==> images/m2.png <==
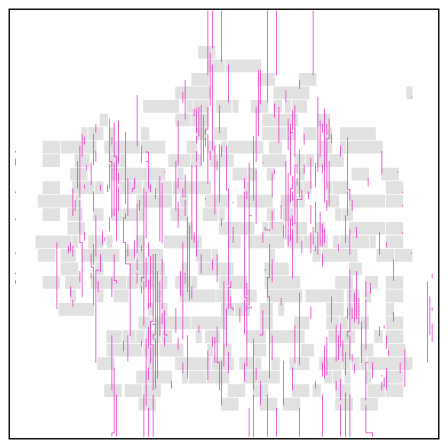
==> images/congestion_map.png <==
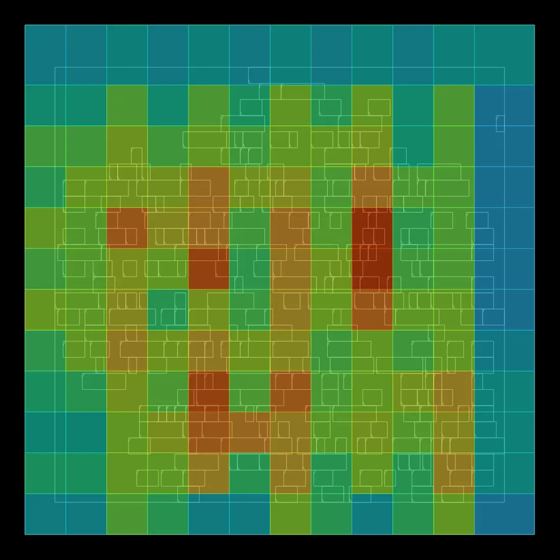
==> images/ff_map.png <==
Other cells in grey.
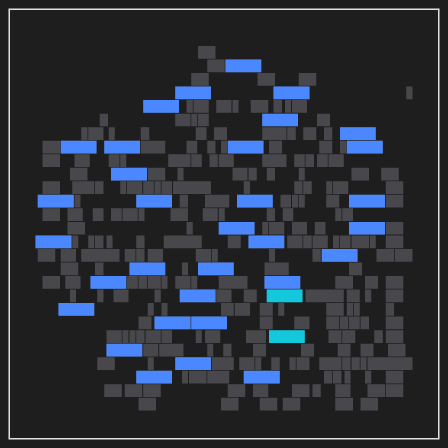
**src/rtl/otter_pkg.sv**
```systemverilog
// Shared OTTER types: RV32I opcodes (shared with the decoder), control-unit
// states and the SYSTEM func3 codes the control unit distinguishes.
package otter_pkg;

    typedef enum logic [6:0] {
        LUI    = 7'b0110111,
        AUIPC  = 7'b0010111,
        JAL    = 7'b1101111,
        JALR   = 7'b1100111,
        BRANCH = 7'b1100011,
        LOAD   = 7'b0000011,
        STORE  = 7'b0100011,
        OP_IMM = 7'b0010011,
        OP_RG3 = 7'b0110011,
        SYS    = 7'b1110011
    } opcode_t;

    typedef enum logic [2:0] {
        ST_INIT,
        ST_FETCH,
        ST_EXEC,
        ST_WB,
        ST_INTR
    } cu_state_t;

    localparam logic [2:0] F3_MRET  = 3'b000;
    localparam logic [2:0] F3_CSRRW = 3'b001;

endpackage

```
**src/rtl/instret_counter.sv**
```systemverilog
// Retired-instruction counter: synchronous active-low clear, increment enable,
// silent wrap-around at 2^W.
module instret_counter #(
    parameter int W = 32
) (
    input  logic         clk,
    input  logic         clr_n,
    input  logic         en,
    output logic [W-1:0] count
);

    always_ff @(posedge clk) begin
        if (!clr_n)
            count <= '0;
        else if (en)
            count <= count + 1'b1;
    end

endmodule

```
**src/rtl/cu_fsm.sv**
```systemverilog
// OTTER multi-cycle control-unit FSM: FETCH/EXEC/(WB)/(INTR) sequencing and enables.
// Interrupt handling is built only when CU_FSM_INTR_EN is defined.
module cu_fsm
    import otter_pkg::*;
#(
    parameter int INSTRET_W = 32
) (
    input  logic                 CLK,
    input  logic                 RST_N,
    input  logic                 intr,
    input  logic [6:0]           opcode,
    input  logic [2:0]           func3,
    output logic                 pc_rst,
    output logic                 pcWrite,
    output logic                 regWrite,
    output logic                 memWE2,
    output logic                 memRDEN1,
    output logic                 memRDEN2,
    output logic                 csr_WE,
    output logic                 mret_exec,
    output logic                 int_taken,
    output logic [INSTRET_W-1:0] instret
);

    cu_state_t state, state_nxt;
    opcode_t   op;
    logic      intr_req;
    logic      int_taken_c;
    logic      instret_en;

    assign op = opcode_t'(opcode);

`ifdef CU_FSM_INTR_EN
    logic intr_pend;

    assign intr_req  = intr | intr_pend;
    assign int_taken = int_taken_c;

    // Entering ST_INTR consumes the request, even if intr is high on that edge.
    always_ff @(posedge CLK) begin
        if (!RST_N)
            intr_pend <= 1'b0;
        else if (state_nxt == ST_INTR)
            intr_pend <= 1'b0;
        else if (intr)
            intr_pend <= 1'b1;
    end
`else
    logic unused_intr;

    assign unused_intr = intr ^ int_taken_c;
    assign intr_req    = 1'b0;
    assign int_taken   = 1'b0;
`endif

    always_ff @(posedge CLK) begin
        if (!RST_N)
            state <= ST_INIT;
        else
            state <= state_nxt;
    end

    // A load never yields to an interrupt between EXEC and WB.
    always_comb begin
        state_nxt = ST_INIT;
        case (state)
            ST_INIT:  state_nxt = ST_FETCH;
            ST_FETCH: state_nxt = ST_EXEC;
            ST_EXEC: begin
                if (op == LOAD)
                    state_nxt = ST_WB;
                else if (intr_req)
                    state_nxt = ST_INTR;
                else
                    state_nxt = ST_FETCH;
            end
            ST_WB:    state_nxt = intr_req ? ST_INTR : ST_FETCH;
            ST_INTR:  state_nxt = ST_FETCH;
            default:  state_nxt = ST_INIT;
        endcase
    end

    always_comb begin
        pc_rst      = 1'b0;
        pcWrite     = 1'b0;
        regWrite    = 1'b0;
        memWE2      = 1'b0;
        memRDEN1    = 1'b0;
        memRDEN2    = 1'b0;
        csr_WE      = 1'b0;
        mret_exec   = 1'b0;
        int_taken_c = 1'b0;
        case (state)
            ST_INIT:  pc_rst   = 1'b1;
            ST_FETCH: memRDEN1 = 1'b1;
            ST_EXEC: begin
                case (op)
                    LUI, AUIPC, OP_IMM, OP_RG3, JAL, JALR: begin
                        pcWrite  = 1'b1;
                        regWrite = 1'b1;
                    end
                    BRANCH: pcWrite = 1'b1;
                    STORE: begin
                        pcWrite = 1'b1;
                        memWE2  = 1'b1;
                    end
                    LOAD: memRDEN2 = 1'b1;
                    SYS: begin
                        pcWrite = 1'b1;
                        if (func3 == F3_MRET) begin
                            mret_exec = 1'b1;
                        end else if (func3 == F3_CSRRW) begin
                            regWrite = 1'b1;
                            csr_WE   = 1'b1;
                        end
                    end
                    // Unknown opcodes retire as NOPs so the PC still advances.
                    default: pcWrite = 1'b1;
                endcase
            end
            ST_WB: begin
                pcWrite  = 1'b1;
                regWrite = 1'b1;
            end
            ST_INTR: begin
                pcWrite     = 1'b1;
                int_taken_c = 1'b1;
            end
            default: ;
        endcase
    end

    // The MTVEC load in ST_INTR moves the PC but retires nothing.
    assign instret_en = pcWrite && (state != ST_INTR);

    instret_counter #(
        .W(INSTRET_W)
    ) u_instret (
        .clk   (CLK),
        .clr_n (RST_N),
        .en    (instret_en),
        .count (instret)
    );

endmodule

```
**config.mk**
```make
export PLATFORM = sky130hd
export DESIGN_NAME = cu_fsm
export DESIGN_NICKNAME = d
export VERILOG_FILES = /design/src/rtl/otter_pkg.sv /design/src/rtl/instret_counter.sv /design/src/rtl/cu_fsm.sv
export SDC_FILE = /design/constraint.sdc
export NUM_CORES = 1
export LEC_CHECK = 0
export CAP_MARGIN = 20
export CORE_MARGIN = 5
export CORE_UTILIZATION = 30
export DETAILED_ROUTE_END_ITERATION = 8
export HOLD_SLACK_MARGIN = 0.12
export PLACE_DENSITY_LB_ADDON = 0.2
export SKIP_LAST_GASP = 1
export SLEW_MARGIN = 15
export SYNTH_ARGS = -nofsm -noshare
export SYNTH_HDL_FRONTEND = slang
export SYNTH_SLANG_ARGS = --single-unit
```
**constraint.sdc**
```tcl
create_clock -name CLK -period 2.41 [get_ports CLK]
set_input_delay 0.482 -clock CLK [delete_from_list [all_inputs] [get_ports CLK]]
set_output_delay 0.482 -clock CLK [all_outputs]
set_load 0.005 [all_outputs]
```
==> ci_impl_report.md <==
### Metrics collected by this job

| Metric | Value |
|---|---|
| Status | finished with violations |
| Failing checks | setup timing |
| Fillcell total | 591 |
| Fin cells | 339 |
| # clk buffers | 7 |
| HPWL Detailed | 3170 µm |
| Critical path arrival | 1.95 ns |
| Slowest CP cell | clkdlybuf4s50_1 |
| Yosys stat area | 1730 µm² |
| Final Hold Fails | 0 |
| Hold Buf Count CTS | 0 |
| Final #Nets | 280 |
| XOR/XNOR Area Share | 13.1% |
| Worst Hold Class | register to register |
| Measured slew at the worst slew-check pin | 0.518 ns |
| Latency at later pin | 0.29 ns |
| Post-CTS resize count | 8 |
| Synth top cell by count | nor2_1 |
| Vias per cell | 4.70 |
| Bufs w/o clock | 66 |
| And-or/or-and share of the synthesized area | 6.57% |
| Final Total Pwr | 1.11 mW |
| Top cell types by occurrence after synthesis | nor2_1 (36), dfxtp_1 (34), nand3_1 (15), xnor2_1 (13), xor2_1 (13) |
| # port buffers | 51 |
| Sinks on the clock net | 34 |
| Antenna viol nets, final | 0 |
| Yosys cell count | 198 |
| Vias in the first global route | 1526 |
| Max_slew headroom | 65.2% |
| Largest reg by FF count | u_instret.count |
| Number of diodes | 0 |
| H-tree depth reported by CTS | 2 |
| Top cell excl fill/tap | clkdlybuf4s50_1 |
| Fin worst setup slack | -0.0247 ns |
| Yosys cell types | 43 |
| VDD IR max | 0.000225 V |
| Post-Syn Instances | 198 |
| Combinational gate area | 1030 µm² |
| Critical Path, Cell by Cell | clkdlybuf4s50_1 > nor4bb_4 > nand3_1 > buf_4 > o22ai_2 > o21a_1 > clkdlybuf4s15_1 |
| Core area | 5570 µm² |
| Syn avg cell area | 8.76 µm² |
| First-pass GRT wire length | 7530 µm |
| Initial antenna violation count | 0 |
| Family with the most delay on the worst path | buffers and inverters |
| Final setup violation count | 2 |
| Residual DRC | 0 |
| CP bufs+invs | 3 |
| Critical path origin | opcode[1] |
## Picture notes: m2.png
nets with wire on the layer: 230
share of all routed wire: 43%
wire length on this layer: 1930 µm
vias post-DR: 1593
GR Util met2: 19.1%
Post-Route WL: 4470 µm

## Picture notes: congestion_map.png
busiest layer in global routing: met2
WL/cell: 13.2 µm

## Picture notes: ff_map.png
legend:
  state:
    colour: cyan
    placed_flops: 2
  u_instret.count:
    colour: blue
    placed_flops: 32
Finished Core Util: 45.2%
Reg area: 681 µm²
Seq/total area: 27.0%

-- worst reg2reg max path: stages, from the launching register on --
cell and delay [ns]:
dfxtp_1 0.48, nand4_4 0.20, nor4_4 0.57, nand3_1 0.17, xnor2_1 0.15, and2_1 0.15
-- power by group --
group | total (mW) | switching, mW | internal [mW]
combinational | 0.0928 | 0.0379 | 0.0548
sequential | 0.577 | 0.00901 | 0.568
clock | 0.442 | 0.212 | 0.231
-- per-layer routing --
| layer | routed length [µm] | up-vias | track usage [%] |
|---|---|---|---|
| met5 | 0 | - | 0 |
| li1 | - | 831 | - |
| met3 | 298 | 6 | 5.19 |
| met2 | 1930 | 37 | 19.1 |
| met4 | 54 | 0 | 3.88 |
| met1 | 2180 | 719 | 16.9 |
Power and IR drop assume default switching activity.
